**Run 1: pin map**

Drawn at 6 px/um. Pins as bars across the die edge, other pins in grey.
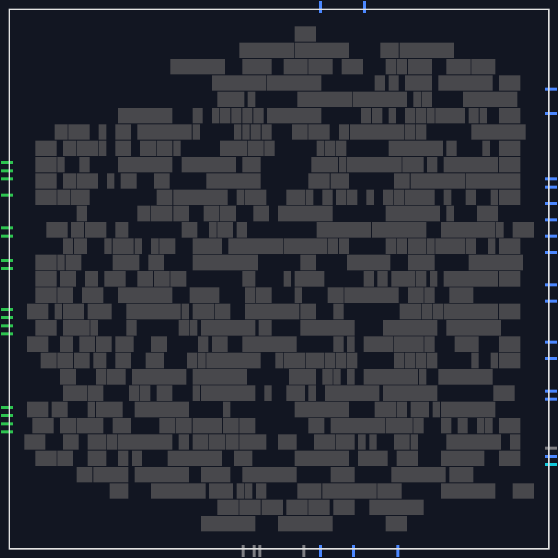
**Run 1: cell outlines without signal wires**

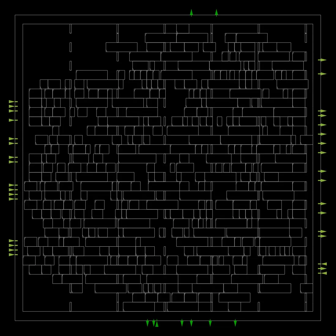
**Run 1: close-up of the layout**

Region (25, 25) to (65, 65) um. Cells in grey, sequential cells in the stronger grey; small squares are vias.
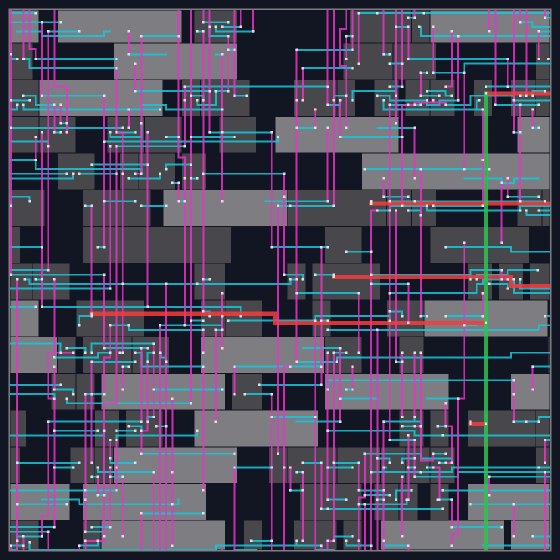
**Run 1: metal layers overlaid**

Drawn at 4 px/um. Two of the layers only.
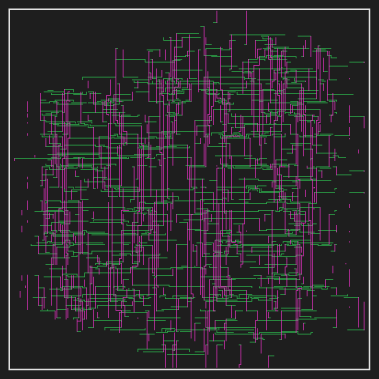
==> src/rtl/bcd_convert_seq.sv <==
// bcd_convert_seq: iterative signed-binary to sign+BCD converter, one double-dabble step per clock.
// Define BCD_BLANK_EN to replace leading zero digits with 4'hF in the output.
module bcd_convert_seq #(
    parameter int IN_W   = 15,
    parameter int DIGITS = 5
) (
    input  logic                  clk,
    input  logic                  rst_n,
    input  logic                  start,
    input  logic [IN_W:0]         din,
    output logic                  busy,
    output logic                  done,
    output logic                  sign,
    output logic [4*DIGITS-1:0]   bcd
);
    localparam logic [1:0] IDLE  = 2'd0;
    localparam logic [1:0] SHIFT = 2'd1;
    localparam logic [1:0] DONE  = 2'd2;
    localparam int CW = $clog2(IN_W + 2);
`ifdef BCD_BLANK_EN
    localparam logic [4*DIGITS-1:0] BCD_RST = {{(DIGITS-1){4'hF}}, 4'h0};
`else
    localparam logic [4*DIGITS-1:0] BCD_RST = '0;
`endif

    logic [1:0]          state;
    logic [CW-1:0]       cnt;
    logic [4*DIGITS-1:0] acc;
    logic [4*DIGITS-1:0] adj;
    logic [4*DIGITS-1:0] shown;
    logic [IN_W:0]       mag;
    logic                sign_r;

    always_comb begin
        adj = acc;
        for (int i = 0; i < DIGITS; i++)
            adj[4*i +: 4] = acc[4*i +: 4] > 4'd4 ? acc[4*i +: 4] + 4'd3 : acc[4*i +: 4];
    end

`ifdef BCD_BLANK_EN
    logic lead;
    // Walk down from the top digit; blank while every digit seen so far is zero.
    always_comb begin
        shown = acc;
        lead  = 1'b1;
        for (int i = DIGITS - 1; i > 0; i--) begin
            lead = lead && (acc[4*i +: 4] == 4'h0);
            shown[4*i +: 4] = lead ? 4'hF : acc[4*i +: 4];
        end
    end
`else
    assign shown = acc;
`endif

    always_ff @(posedge clk or negedge rst_n) begin
        if (!rst_n) begin
            state  <= IDLE;
            cnt    <= '0;
            acc    <= '0;
            mag    <= '0;
            sign_r <= 1'b0;
            busy   <= 1'b0;
            done   <= 1'b0;
            sign   <= 1'b0;
            bcd    <= BCD_RST;
        end else begin
            done <= 1'b0;
            case (state)
                IDLE: if (start) begin
                    sign_r <= din[IN_W];
                    // -2^IN_W negates to itself, which reads as +2^IN_W unsigned
                    mag    <= din[IN_W] ? -din : din;
                    acc    <= '0;
                    cnt    <= CW'(IN_W + 1);
                    busy   <= 1'b1;
                    state  <= SHIFT;
                end
                SHIFT: begin
                    {acc, mag} <= {adj, mag} << 1;
                    cnt        <= cnt - 1'b1;
                    if (cnt == CW'(1)) state <= DONE;
                end
                DONE: begin
                    bcd   <= shown;
                    sign  <= sign_r;
                    done  <= 1'b1;
                    busy  <= 1'b0;
                    state <= IDLE;
                end
                default: state <= IDLE;
            endcase
        end
    end
endmodule

==> config.mk <==
export PLATFORM = sky130hd
export DESIGN_NAME = bcd_convert_seq
export DESIGN_NICKNAME = d
export VERILOG_FILES = /design/src/rtl/bcd_convert_seq.sv
export SDC_FILE = /design/constraint.sdc
export NUM_CORES = 1
export LEC_CHECK = 0
export ABC_CLOCK_PERIOD_IN_PS = 1970
export CORE_MARGIN = 2
export CORE_UTILIZATION = 45
export DETAILED_ROUTE_END_ITERATION = 10
export HOLD_SLACK_MARGIN = 0.1
export PLACE_DENSITY = 0.65
export SETUP_SLACK_MARGIN = 0.1
export SYNTH_ARGS = -nofsm -noshare
export SYNTH_HDL_FRONTEND = slang
export SYNTH_SLANG_ARGS = --single-unit
==> constraint.sdc <==
create_clock -name clk -period 1.97 [get_ports clk]
set_input_delay 0.394 -clock clk [delete_from_list [all_inputs] [get_ports clk]]
set_output_delay 0.394 -clock clk [all_outputs]
set_load 0.02 [all_outputs]
==> impl_metrics.env, run 1 <==
# yosys + openroad results
export IMPL_timing_rr_start="acc[8]$_DFFE_PN0P_"
export IMPL_vdd_drop_max_uv=480
export IMPL_numSynthFlops=67
export IMPL_skew_ns=0.00624
export IMPL_pwr_share_seq=0.381
export IMPL_tns_ns=0
export IMPL_lay_top_count="dfrtp_1"
export IMPL_xor_share=0.0318
export IMPL_top_power_group="combinational cells"
export IMPL_grt_use_met3=0.0521
export IMPL_ys_sh_aoi=0.172
export IMPL_finish_net_count=413
export IMPL_top_regs="acc (20), bcd (20), mag (16)"
export IMPL_clockBufferCount=15
export IMPL_status="finished, final reports clean"
export IMPL_fin_hold_ws_ns=0.479
export IMPL_worstReg2RegEnd="acc[10]$_DFFE_PN0P_"
export IMPL_ys_types=41
export IMPL_final_hold_viol_count=0
export IMPL_maxSlewViolCount=0
export IMPL_power_internal_mw=3.93
export IMPL_postPlaceCellArea_um2=4010
export IMPL_startpoint_type="primary input"
export IMPL_wire_per_inst_um=13.5
export IMPL_layoutNonFillerInstCount=490
export IMPL_common_cells="dfrtp_1 (67), o21ai_0 (39), nand2_1 (29)"
export IMPL_p_clk_frac=0.190
export IMPL_clockBufferDepth=2
export IMPL_warning_count=28
export IMPL_cp_data_arrival_time_ns=2.02
export IMPL_hold_buffers=1
export IMPL_core_region_area_um2=7180
export IMPL_preCtsSetupSlack_ns=-0.241
export IMPL_maxCapViolations=0
export IMPL_gp_congestion=0.788
export IMPL_crit_end="mag[7]$_DFFE_PN0P_"
export IMPL_clk_power_mw=1.19
export IMPL_fin_ws_ns=0.177
export IMPL_buf_share=0.155
export IMPL_path_max_fanout=3
export IMPL_ys_area_um2=3300
export IMPL_fmax_ghz=0.558
export IMPL_met1_usage=0.224
export IMPL_grt_pass1_wl_um=11100
export IMPL_final_clk_cell_share=0.0487
export IMPL_largest_class="sequential cells"
export IMPL_ys_sh_simple=0.137
export IMPL_gr_total_overflow=0
export IMPL_n_tap_cell=99
Back to the opening pictures, 'pin map':
Key: `clk` = cyan [pins 1, direction input, edge east]; `din` = green [pins 16, direction input, edge west]; `bcd` = blue [pins 20, direction output, edge 15 east, 3 south, 2 north]

Back to the opening pictures, 'cell outlines without signal wires':
sequential share of cell area: 0.396
Seq Cell Count: 67
Finished Core Util: 0.591
FP Rows: 31

Back to the opening pictures, 'close-up of the layout':
Key: M1 = cyan; M4 = green; M2 = magenta; M3 = red
Most frequent: dfrtp_1 (18), o21ai_0 (12), nand2_1 (8). Netlist names of flops here include `acc` (8), `mag` (6), `state` (2). 96 logic cells have their middle in the window. Sequential cells in the window: 18.

Back to the opening pictures, 'metal layers overlaid':
Key: M1 = green [wire length 3030 um]; M2 = magenta [wire length 3200 um]

**Run 1: met2 routing**

Drawn at 4 px/um. Cells faint in the background.
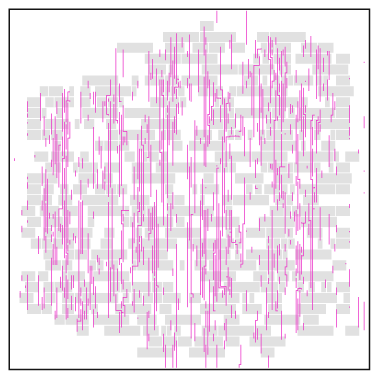

==> inputs of run 2 (changes only) <==
ABC_CLOCK_PERIOD_IN_PS = 1800   (was 1970)
CAP_MARGIN = 20   (was default)
clock period = 1.8 ns   (was 1.97 ns; I/O delays follow)
**Run 2: met2 routing**

Drawn at 4 px/um. Cells faint in the background.
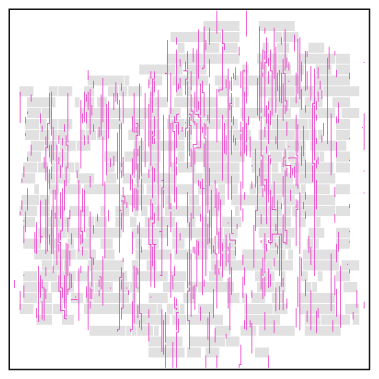
The layer carries 3340 um of wire. 337 nets have wire on it.

==> run 2 against run 1 <==
Clock skew grew 0.0030 ns. Clock power is essentially flat. Critical path depth down 5. Wire length is 0.32% lower. Combinational power grew about 10%. Non-clock buffer count is 1 higher. Global-route usage fell by 0.64 points. First-iteration DRC count down 17%. Power rose by 8.2%. Flip-flop count did not move. Synthesized area unchanged. Largest cell class unchanged.
==> impl_metrics.env, run 2 <==
# yosys + openroad results
export IMPL_crit_end="bcd[2]"
export IMPL_ys_sh_aoi=0.172
export IMPL_pwr_share_seq=0.387
export IMPL_gp_congestion=0.794
export IMPL_vdd_drop_max_uv=522
export IMPL_p_clk_frac=0.178
export IMPL_fin_hold_ws_ns=0.476
export IMPL_met1_usage=0.207
export IMPL_common_cells="dfrtp_1 (67), o21ai_0 (39), nand2_1 (29)"
export IMPL_seq_cells=67
export IMPL_grt_pass1_wl_um=10900
export IMPL_utilization=0.598
export IMPL_lay_top_count="dfrtp_1"
export IMPL_clockBufferDepth=2
export IMPL_top_regs="acc (20), bcd (20), mag (16)"
export IMPL_finish_net_count=414
export IMPL_layoutNonFillerInstCount=491
export IMPL_tns_ns=0
export IMPL_timing_rr_start="acc[8]$_DFFE_PN0P_"
export IMPL_clockBufferCount=9
export IMPL_ys_area_um2=3300
export IMPL_xor_share=0.0318
export IMPL_core_region_area_um2=7180
export IMPL_clk_power_mw=1.20
export IMPL_hold_buffers=1
export IMPL_maxSlewViolCount=0
export IMPL_buf_share=0.160
export IMPL_num_rows=31
export IMPL_fmax_ghz=0.606
export IMPL_final_hold_viol_count=0
export IMPL_ys_sh_simple=0.137
export IMPL_power_internal_mw=4.19
export IMPL_path_max_fanout=2
export IMPL_seq_cell_share=0.391
export IMPL_ys_types=41
export IMPL_n_tap_cell=99
export IMPL_warning_count=28
export IMPL_postPlaceCellArea_um2=4020
export IMPL_largest_class="sequential cells"
export IMPL_status="finished, final reports clean"
export IMPL_fin_ws_ns=0.150
**Run 2: cell outlines without signal wires**

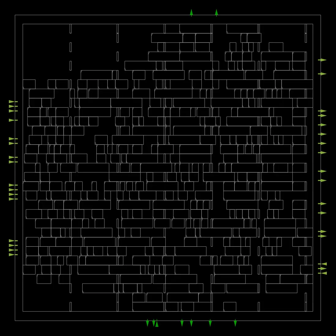

==> inputs of run 3 (changes only) <==
ABC_CLOCK_PERIOD_IN_PS = 1900   (was 1800)
CAP_MARGIN = 30   (was 20)
CORE_ASPECT_RATIO = 0.7   (was default)
clock period = 1.9 ns   (was 1.8 ns; I/O delays follow)
**Run 3: cell outlines without signal wires**

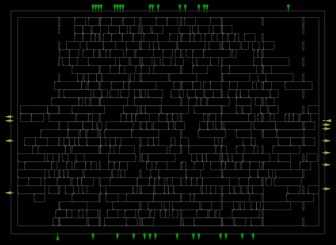
FP Rows: 26
number of fill cells: 630
Non-Filler Instances: 490
sequential share of cell area: 0.393
Finished Core Util: 0.590

==> run 3 against run 2 <==
Worst setup slack got worse by 0.043 ns. Clock-buffer cell count increased by 3. Register-to-register slack improved by 0.02 ns. Sequential power decreased by 5%. Critical endpoint is now mag[9]$_DFFE_PN0P_. Via count decreased by 0.43%. Combinational power decreased by 4%.
==> impl_metrics.env, run 3 <==
# yosys + openroad results
export IMPL_grt_pass1_wl_um=11800
export IMPL_gr_total_overflow=0
export IMPL_largest_class="sequential cells"
export IMPL_lay_top_count="dfrtp_1"
export IMPL_gp_congestion=0.746
export IMPL_worstReg2RegEnd="acc[14]$_DFFE_PN0P_"
export IMPL_numSynthFlops=67
export IMPL_grt_use_met3=0.0411
export IMPL_postPlaceCellArea_um2=4030
export IMPL_preCtsSetupSlack_ns=-0.268
export IMPL_top_regs="acc (20), bcd (20), mag (16)"
export IMPL_wire_per_inst_um=14.5
export IMPL_finish_net_count=414
export IMPL_ys_sh_simple=0.137
export IMPL_common_cells="dfrtp_1 (67), o21ai_0 (39), nand2_1 (29)"
export IMPL_status="finished, final reports clean"
export IMPL_vdd_drop_max_uv=744
export IMPL_power_internal_mw=4.02
export IMPL_ys_area_um2=3300
export IMPL_clk_power_mw=1.17
Power figures rest on the tool's default switching activity, not on a simulated workload.
